Figure 1. Congestion heat map (run 1).
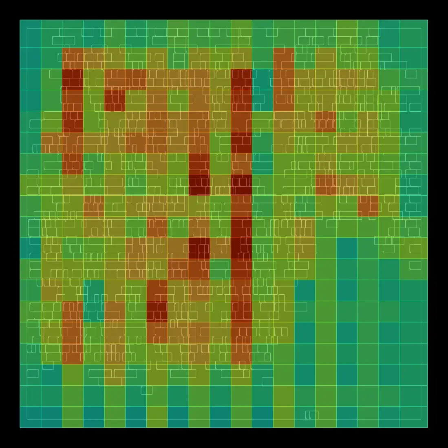
Figure 2. The metal 3 layer (run 1).
(2 px per µm)
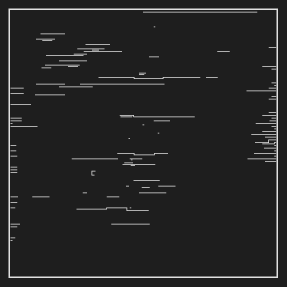
Figure 3. Drive-strength map (run 1).
(4 px per µm)
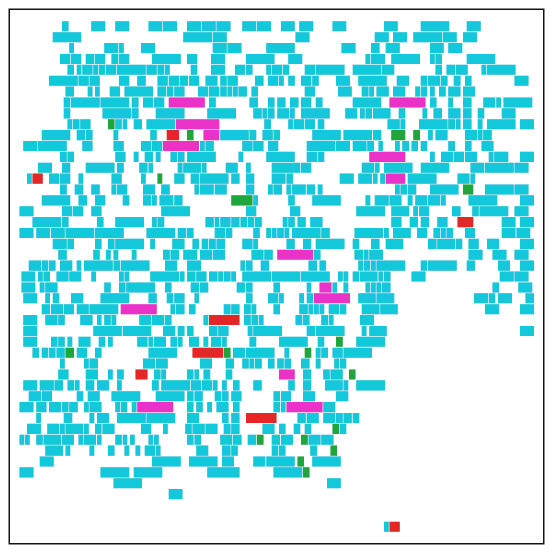
Figure 4. Met2 routing (run 1).
(2 px per µm)
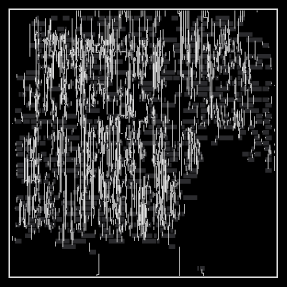
File: config.mk
export PLATFORM = sky130hd
export DESIGN_NAME = fmt_sequencer
export DESIGN_NICKNAME = d
export VERILOG_FILES = /design/src/rtl/fmt_sequencer_pkg.sv /design/src/rtl/fmt_seq_pending_ctr.sv /design/src/rtl/fmt_sequencer.sv
export SDC_FILE = /design/constraint.sdc
export NUM_CORES = 1
export LEC_CHECK = 0
export CORE_MARGIN = 2
export CORE_UTILIZATION = 35
export CTS_CLUSTER_SIZE = 16
export DETAILED_ROUTE_END_ITERATION = 6
export GPL_ROUTABILITY_DRIVEN = 0
export GPL_TIMING_DRIVEN = 0
export PLACE_DENSITY = 0.62
export SLEW_MARGIN = 30
export SYNTH_ARGS = -nofsm -noshare
export SYNTH_HDL_FRONTEND = slang
export SYNTH_HIERARCHICAL = 1
export SYNTH_SLANG_ARGS = --single-unit
File: constraint.sdc
create_clock -name CLK -period 8.8 [get_ports CLK]
set_input_delay 2.2 -clock CLK [delete_from_list [all_inputs] [get_ports CLK]]
set_output_delay 2.2 -clock CLK [all_outputs]
set_load 0.1 [all_outputs]
File: src/rtl/fmt_sequencer_pkg.sv
// -----------------------------------------------------------------------------
// fmt_sequencer_pkg
// Shared definitions for the formatter event sequencer:
//   - seq_state_e   : sequencer FSM state encoding (3 bits)
//   - byte-length constants for one formatted event (header, per-channel
//     overhead, bytes per sample, channel count)
//   - expected_len(): expected byte count of one event for a given readout
//     depth, used to check each formatter pass.
// -----------------------------------------------------------------------------
package fmt_sequencer_pkg;

  // Width of the readout depth input and of byte-length quantities.
  localparam int unsigned DEPTH_W = 13;
  localparam int unsigned LEN_W   = 20;

  // Event layout: one header block, then per channel an overhead block plus
  // DEPTH samples of SAMPLE_BYTES each.
  localparam logic [LEN_W-1:0] HDR_BYTES    = 20'd32;
  localparam logic [LEN_W-1:0] CH_OVH_BYTES = 20'd4;
  localparam logic [LEN_W-1:0] SAMPLE_BYTES = 20'd4;
  localparam logic [LEN_W-1:0] NUM_CH       = 20'd8;

  typedef enum logic [2:0] {
    ST_IDLE  = 3'd0,
    ST_ARM   = 3'd1,
    ST_RUN   = 3'd2,
    ST_CHECK = 3'd3,
    ST_ABORT = 3'd4
  } seq_state_e;

  // Bytes the formatter is expected to write for one event. The largest
  // depth (8191) gives 262176 bytes, which fits comfortably in LEN_W bits.
  function automatic logic [LEN_W-1:0] expected_len(input logic [DEPTH_W-1:0] depth);
    logic [LEN_W-1:0] depth_ext;
    depth_ext = {{(LEN_W - DEPTH_W){1'b0}}, depth};
    return HDR_BYTES + NUM_CH * (CH_OVH_BYTES + SAMPLE_BYTES * depth_ext);
  endfunction

endpackage

File: src/rtl/fmt_seq_pending_ctr.sv
// -----------------------------------------------------------------------------
// fmt_seq_pending_ctr
// Saturating up/down counter of events written by the readout but not yet
// retired by the sequencer, plus a saturating counter of events lost because
// the pending counter was already full.
//
// Ports:
//   clk_i        in   system clock
//   rst_ni       in   synchronous active-low reset
//   inc_i        in   one event written (EVT_WRITTEN)
//   dec_i        in   one event retired (checked or aborted)
//   pending_o    out  events outstanding, 0 .. 2^PEND_W-1
//   drop_cnt_o   out  events lost at full, saturates at 16'hFFFF
//   at_max_o     out  registered "pending is full", lags pending_o by a cycle
// -----------------------------------------------------------------------------
module fmt_seq_pending_ctr #(
  parameter int unsigned PEND_W = 4
) (
  input  logic              clk_i,
  input  logic              rst_ni,
  input  logic              inc_i,
  input  logic              dec_i,
  output logic [PEND_W-1:0] pending_o,
  output logic [15:0]       drop_cnt_o,
  output logic              at_max_o
);

  localparam logic [PEND_W-1:0] PEND_MAX = '1;

  logic [PEND_W-1:0] pend_q, pend_d;
  logic [15:0]       drop_q, drop_d;
  logic              at_max_q;

  always_comb begin
    pend_d = pend_q;
    drop_d = drop_q;
    // A write and a retire in the same cycle cancel out, even at full.
    if (inc_i && !dec_i) begin
      if (pend_q == PEND_MAX) begin
        if (drop_q != 16'hFFFF) begin
          drop_d = drop_q + 16'd1;
        end
      end else begin
        pend_d = pend_q + 1'b1;
      end
    end else if (dec_i && !inc_i) begin
      // A retire can only follow a launch, which needs pending != 0; the
      // guard just keeps the counter from wrapping if that ever breaks.
      if (pend_q != '0) begin
        pend_d = pend_q - 1'b1;
      end
    end
  end

  always_ff @(posedge clk_i) begin
    if (!rst_ni) begin
      pend_q   <= '0;
      drop_q   <= '0;
      at_max_q <= 1'b0;
    end else begin
      pend_q   <= pend_d;
      drop_q   <= drop_d;
      // Derived from the registered count so it follows PENDING by one cycle.
      at_max_q <= (pend_q == PEND_MAX);
    end
  end

  assign pending_o  = pend_q;
  assign drop_cnt_o = drop_q;
  assign at_max_o   = at_max_q;

endmodule

File: src/rtl/fmt_sequencer.sv
// -----------------------------------------------------------------------------
// fmt_sequencer
// Event-level scheduler for the data formatter. Counts events deposited into
// the header/channel FIFOs, launches one formatter pass per event once every
// source FIFO holds data and the stream FIFO has room, then checks each pass
// for completion, byte length and (optionally) timeout. Drives trigger
// dead-time backpressure when the pending counter is full.
//
// Build option: define FMT_SEQ_TIMEOUT_EN to include the pass timeout counter
// and the ABORT state. Without it RUN waits for FMT_DONE indefinitely and
// FMT_ABORT / ERR_TO are tied low.
//
// Parameters:
//   PEND_W  pending-event counter width (max pending = 2^PEND_W-1)
//   TO_W    timeout counter width (pass aborts after 2^TO_W-1 cycles in RUN)
//
// Ports:
//   CLK             in   system clock, rising edge
//   RST             in   synchronous active-low reset
//   ENABLE          in   allow new passes to launch
//   EVT_WRITTEN     in   pulse: one event written into the C/D FIFOs
//   DRS_READDEPTH   in   samples per channel, latched at launch
//   CFIFO_EMPTY     in   header FIFO empty
//   DFIFO_EMPTY     in   channel FIFO empty flags (8)
//   SFIFO_PROGFULL  in   stream FIFO programmable-full
//   SFIFO_WREN      in   formatter write strobe, one byte each
//   FMT_DONE        in   pulse: formatter finished the event
//   ERR_CLR         in   clear sticky error flags
//   FMT_START       out  pulse: launch a formatter pass
//   FMT_ABORT       out  pulse: send the formatter back to idle
//   TRIG_BUSY       out  pending counter full, inhibit trigger
//   PENDING         out  events written but not retired
//   EVT_CNT         out  events retired with correct length
//   DROP_CNT        out  events lost while full (saturating)
//   ERR_LEN         out  sticky length mismatch
//   ERR_TO          out  sticky pass timeout
// -----------------------------------------------------------------------------
module fmt_sequencer
  import fmt_sequencer_pkg::*;
#(
  parameter int unsigned PEND_W = 4,
  parameter int unsigned TO_W   = 20
) (
  input  logic               CLK,
  input  logic               RST,
  input  logic               ENABLE,
  input  logic               EVT_WRITTEN,
  input  logic [DEPTH_W-1:0] DRS_READDEPTH,
  input  logic               CFIFO_EMPTY,
  input  logic [7:0]         DFIFO_EMPTY,
  input  logic               SFIFO_PROGFULL,
  input  logic               SFIFO_WREN,
  input  logic               FMT_DONE,
  input  logic               ERR_CLR,
  output logic               FMT_START,
  output logic               FMT_ABORT,
  output logic               TRIG_BUSY,
  output logic [PEND_W-1:0]  PENDING,
  output logic [31:0]        EVT_CNT,
  output logic [15:0]        DROP_CNT,
  output logic               ERR_LEN,
  output logic               ERR_TO
);

  seq_state_e        state_q, state_d;
  logic              start_q, start_d;
  logic [LEN_W-1:0]  byte_q, byte_d;
  logic [LEN_W-1:0]  exp_len_q, exp_len_d;
  logic [31:0]       evt_cnt_q, evt_cnt_d;
  logic              err_len_q, err_len_d;
  // High during the first CHECK cycle; the compare happens in the second so
  // that strobes lagging FMT_DONE by up to two cycles are still counted.
  logic              check_wait_q, check_wait_d;
  logic              len_err_set;
  logic              retire;
  logic              launch_ok;

`ifdef FMT_SEQ_TIMEOUT_EN
  logic [TO_W-1:0]   to_q, to_d;
  logic              abort_q, abort_d;
  logic              err_to_q, err_to_d;
  logic              to_err_set;
`else
  logic [TO_W-1:0]   to_unused;
  assign to_unused = '0;
`endif

  logic [PEND_W-1:0] pending;

  assign launch_ok = ENABLE && !CFIFO_EMPTY && (DFIFO_EMPTY == 8'h00) && !SFIFO_PROGFULL;

  // ---------------------------------------------------------------------------
  // Pending / drop counters
  // ---------------------------------------------------------------------------
  fmt_seq_pending_ctr #(
    .PEND_W (PEND_W)
  ) u_pending (
    .clk_i      (CLK),
    .rst_ni     (RST),
    .inc_i      (EVT_WRITTEN),
    .dec_i      (retire),
    .pending_o  (pending),
    .drop_cnt_o (DROP_CNT),
    .at_max_o   (TRIG_BUSY)
  );

  // ---------------------------------------------------------------------------
  // Next-state and datapath
  // ---------------------------------------------------------------------------
  always_comb begin
    state_d      = state_q;
    start_d      = 1'b0;
    byte_d       = byte_q;
    exp_len_d    = exp_len_q;
    evt_cnt_d    = evt_cnt_q;
    check_wait_d = check_wait_q;
    len_err_set  = 1'b0;
    retire       = 1'b0;
`ifdef FMT_SEQ_TIMEOUT_EN
    to_d         = to_q;
    abort_d      = 1'b0;
    to_err_set   = 1'b0;
`endif

    case (state_q)
      ST_IDLE: begin
        if (ENABLE && (pending != '0)) begin
          state_d = ST_ARM;
        end
      end

      ST_ARM: begin
        // Launch only when every source FIFO has data and the sink has room.
        if (launch_ok) begin
          state_d   = ST_RUN;
          start_d   = 1'b1;
          byte_d    = '0;
          exp_len_d = expected_len(DRS_READDEPTH);
`ifdef FMT_SEQ_TIMEOUT_EN
          to_d      = '0;
`endif
        end
      end

      ST_RUN: begin
        if (SFIFO_WREN) begin
          byte_d = byte_q + 20'd1;
        end
`ifdef FMT_SEQ_TIMEOUT_EN
        to_d = to_q + 1'b1;
`endif
        // FMT_DONE takes precedence over a timeout in the same cycle.
        if (FMT_DONE) begin
          state_d      = ST_CHECK;
          check_wait_d = 1'b1;
        end
`ifdef FMT_SEQ_TIMEOUT_EN
        else if (to_d == '1) begin
          state_d = ST_ABORT;
          abort_d = 1'b1;
        end
`endif
      end

      ST_CHECK: begin
        if (SFIFO_WREN) begin
          byte_d = byte_q + 20'd1;
        end
        if (check_wait_q) begin
          check_wait_d = 1'b0;
        end else begin
          // Compare including this cycle's strobe (last possible lagging byte).
          retire  = 1'b1;
          state_d = ST_IDLE;
          if (byte_d == exp_len_q) begin
            evt_cnt_d = evt_cnt_q + 32'd1;
          end else begin
            len_err_set = 1'b1;
          end
        end
      end

`ifdef FMT_SEQ_TIMEOUT_EN
      ST_ABORT: begin
        retire     = 1'b1;
        to_err_set = 1'b1;
        state_d    = ST_IDLE;
      end
`endif

      default: begin
        state_d = ST_IDLE;
      end
    endcase

    // Sticky errors: a same-cycle error set beats ERR_CLR.
    if (len_err_set) begin
      err_len_d = 1'b1;
    end else if (ERR_CLR) begin
      err_len_d = 1'b0;
    end else begin
      err_len_d = err_len_q;
    end

`ifdef FMT_SEQ_TIMEOUT_EN
    if (to_err_set) begin
      err_to_d = 1'b1;
    end else if (ERR_CLR) begin
      err_to_d = 1'b0;
    end else begin
      err_to_d = err_to_q;
    end
`endif
  end

  // ---------------------------------------------------------------------------
  // State registers
  // ---------------------------------------------------------------------------
  always_ff @(posedge CLK) begin
    if (!RST) begin
      state_q      <= ST_IDLE;
      start_q      <= 1'b0;
      byte_q       <= '0;
      exp_len_q    <= '0;
      evt_cnt_q    <= '0;
      err_len_q    <= 1'b0;
      check_wait_q <= 1'b0;
    end else begin
      state_q      <= state_d;
      start_q      <= start_d;
      byte_q       <= byte_d;
      exp_len_q    <= exp_len_d;
      evt_cnt_q    <= evt_cnt_d;
      err_len_q    <= err_len_d;
      check_wait_q <= check_wait_d;
    end
  end

`ifdef FMT_SEQ_TIMEOUT_EN
  always_ff @(posedge CLK) begin
    if (!RST) begin
      to_q     <= '0;
      abort_q  <= 1'b0;
      err_to_q <= 1'b0;
    end else begin
      to_q     <= to_d;
      abort_q  <= abort_d;
      err_to_q <= err_to_d;
    end
  end

  // abort_q is set on entry to ABORT, so the pulse coincides with that state.
  assign FMT_ABORT = abort_q;
  assign ERR_TO    = err_to_q;
`else
  assign FMT_ABORT = 1'b0;
  assign ERR_TO    = 1'b0;
`endif

  assign FMT_START = start_q;
  assign PENDING   = pending;
  assign EVT_CNT   = evt_cnt_q;
  assign ERR_LEN   = err_len_q;

endmodule

==> qor.csv, run 1 <==
metric,value,unit
DP Cell Count,1047,
"count leader, synth",dfxtp_1,
unrepaired setup endpoints after global routing,no,
Critical Path RT,9010,ps
CP max stage delay,630,ps
most common library cells after synthesis,"dfxtp_1 (93), a21oi_1 (79), nand2_1 (60), nor2_1 (45), o21ai_0 (40)",
most numerous logic cells after layout,"dfxtp_1 (93), clkdlybuf4s50_1 (82), a21oi_1 (79)",
Synth Area in Adders,3.42,%
DRC violations left,0,
Cell Type Count,65,
crit path max-delay cell type,or4_1,
Latency at later pin,360,ps
"reg-to-reg slack, setup",5120,ps
grt ovf,0,
combined flip-flop and latch cell area,0.00186,mm²
flip-flop and latch power,0.440,mW
Seq/total area,25.6,%
final setup margin,3370,ps
tool warnings,33,
Post-CTS Setup Inserts,0,
CP dominant cell by count,buf_2,
CP bufs+invs,5,
MI comb cells,584,
Clk power,0.411,mW
post-cts hold buffer count,0,
design area,0.00726,mm²
Post-Layout Cell Count,1063,
hold path startpoint,exp_len_q[12],
Port Buffers,82,
TritonCTS clock tree,done,
"Clock buffers and inverters, area share",4.27,%
Final Skew,13.1,ps
FILL cells,1709,
die area,0.0178,mm²
Core Util at FP,35.5,%
hold path cells,2,
"Chip Area, Yosys",0.00585,mm²
simple share,32.0,%
Sequential Power Share,42.1,%
Post-Synthesis Cells,744,
I/O pin total,87,
DP Worst Slack,3050,ps
min-delay worst type,register to register,
DR WL met2,7.25,mm
status,finished clean,
endpoints failing setup,0,
max reg flops,32,
clock buffer count in the final layout,11,
clock power share,39.3,%
Seq Cell Count,93,
RR Endpoint,ERR_LEN,
Top cells by area,"dfxtp_1 (32%), a21oi_1 (6.8%), xnor2_1 (4.2%), or4_1 (4.1%), nand2_1 (3.9%)",
Clock Root Buffer,clkbuf_16,
# Cells Yosys,744,
Notes on Figure 1 above:
per-cell routed wire length: 15.4 µm
met1 GRT Util: 25.8%
Tot GR Track Use: 18.4%
grt met2 use: 28.4%
busiest metal layer after global routing: met2

Notes on Figure 2 above:
wire length on this layer: 833 µm
longest straight run: 56.8 µm
main direction: horizontal

Notes on Figure 3 above:
| size | color | cells | share |
|---|---|---|---|
| _6 and larger | magenta | 14 | 1.7% |
| _2 cells | green | 18 | 2.1% |
| _3 and _4 cells | red | 8 | 0.95% |
| _0 and _1 cells | cyan | 803 | 95% |

Notes on Figure 4 above:
nets with wire on the layer: 717
wire length on this layer: 7,250 µm
longest straight run: 52.7 µm
share of all routed wire: 44%
final WL: 16.4 mm
vias after detailed routing: 5,915

==> run 2, diff against run 1 <==
PLACE_DENSITY = 0.64   (was 0.62)
clock period = 4.9 ns   (was 8.8 ns; I/O delays follow)
Figure 5. Selected gate families (run 2).
(4 px per µm)
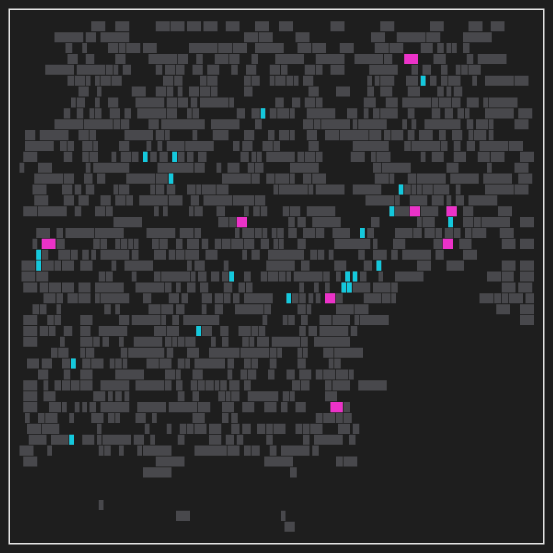
| family | color | cells |
|---|---|---|
| non-inverting ao/oa cells | magenta | 8 |
| inv cells | cyan | 21 |
Commonest Layout Cell: dfxtp_1
Post-Layout Cell Count: 1,063
Comb/total area: 51.1%

Figure 6. Drive-strength map (run 2).
(4 px per µm)
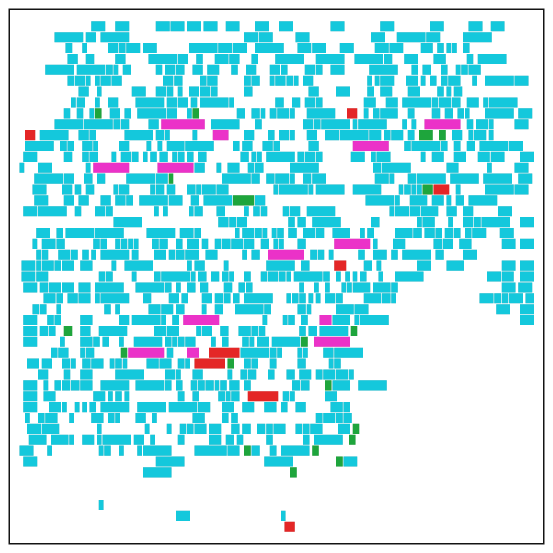
| size | color | cells | share |
|---|---|---|---|
| _6 and larger | magenta | 13 | 1.5% |
| _3 and _4 cells | red | 8 | 0.95% |
| _0 and _1 cells | cyan | 803 | 95% |
| _2 cells | green | 19 | 2.3% |
area delta synth->final: 23.9%
final setup margin: 486 ps
Signal buffers: 129
design area: 0.00725 mm²

==> qor.csv, run 2 <==
metric,value,unit,change
"reg-to-reg slack, setup",1310,ps,-3810 ps
MI comb cells,584,,unchanged
Seq/total area,25.7,%,+0.044 points
post-cts hold buffer count,0,,unchanged
DRC violations left,0,,unchanged
DR WL met2,7.13,mm,-1.7%
TritonCTS clock tree,done,,
endpoints failing setup,0,,unchanged
"Clock buffers and inverters, area share",4.11,%,-0.17 points
simple share,32.0,%,unchanged
flip-flop and latch power,0.791,mW,+80%
min-delay worst type,register to register,,
# Cells Yosys,744,,unchanged
crit path max-delay cell type,or4_1,,
Latency at later pin,350,ps,about the same
Sequential Power Share,42.5,%,+0.4 points
busiest metal layer after global routing,met2,,
final WL,16.1,mm,-1.5%
combined flip-flop and latch cell area,0.00186,mm²,unchanged
Cell Type Count,65,,unchanged
hold path cells,2,,unchanged
Core Util at FP,35.5,%,unchanged
"count leader, synth",dfxtp_1,,
Top cells by area,"dfxtp_1 (32%), a21oi_1 (6.8%), xnor2_1 (4.2%), or4_1 (4.1%), nand2_1 (3.9%)",,
Tot GR Track Use,18.3,%,-0.15 points
Port Buffers,82,,unchanged
Post-CTS Setup Inserts,0,,unchanged
DP Cell Count,1047,,unchanged
max reg flops,32,,unchanged
Synth Area in Adders,3.42,%,unchanged
FILL cells,1708,,-0.059%
grt met2 use,29.4,%,+1.0 points
Final Skew,7.31,ps,-5.74 ps
RR Endpoint,ERR_LEN,,
met1 GRT Util,25.4,%,-0.39 points
I/O pin total,87,,unchanged
status,finished clean,,
CP bufs+invs,5,,unchanged
clock buffer count in the final layout,10,,-1
clock power share,38.6,%,-0.7 points
Clk power,0.718,mW,+75%
Post-Synthesis Cells,744,,unchanged
per-cell routed wire length,15.2,µm,-1.5%
Power is estimated from default activity; no workload was simulated.
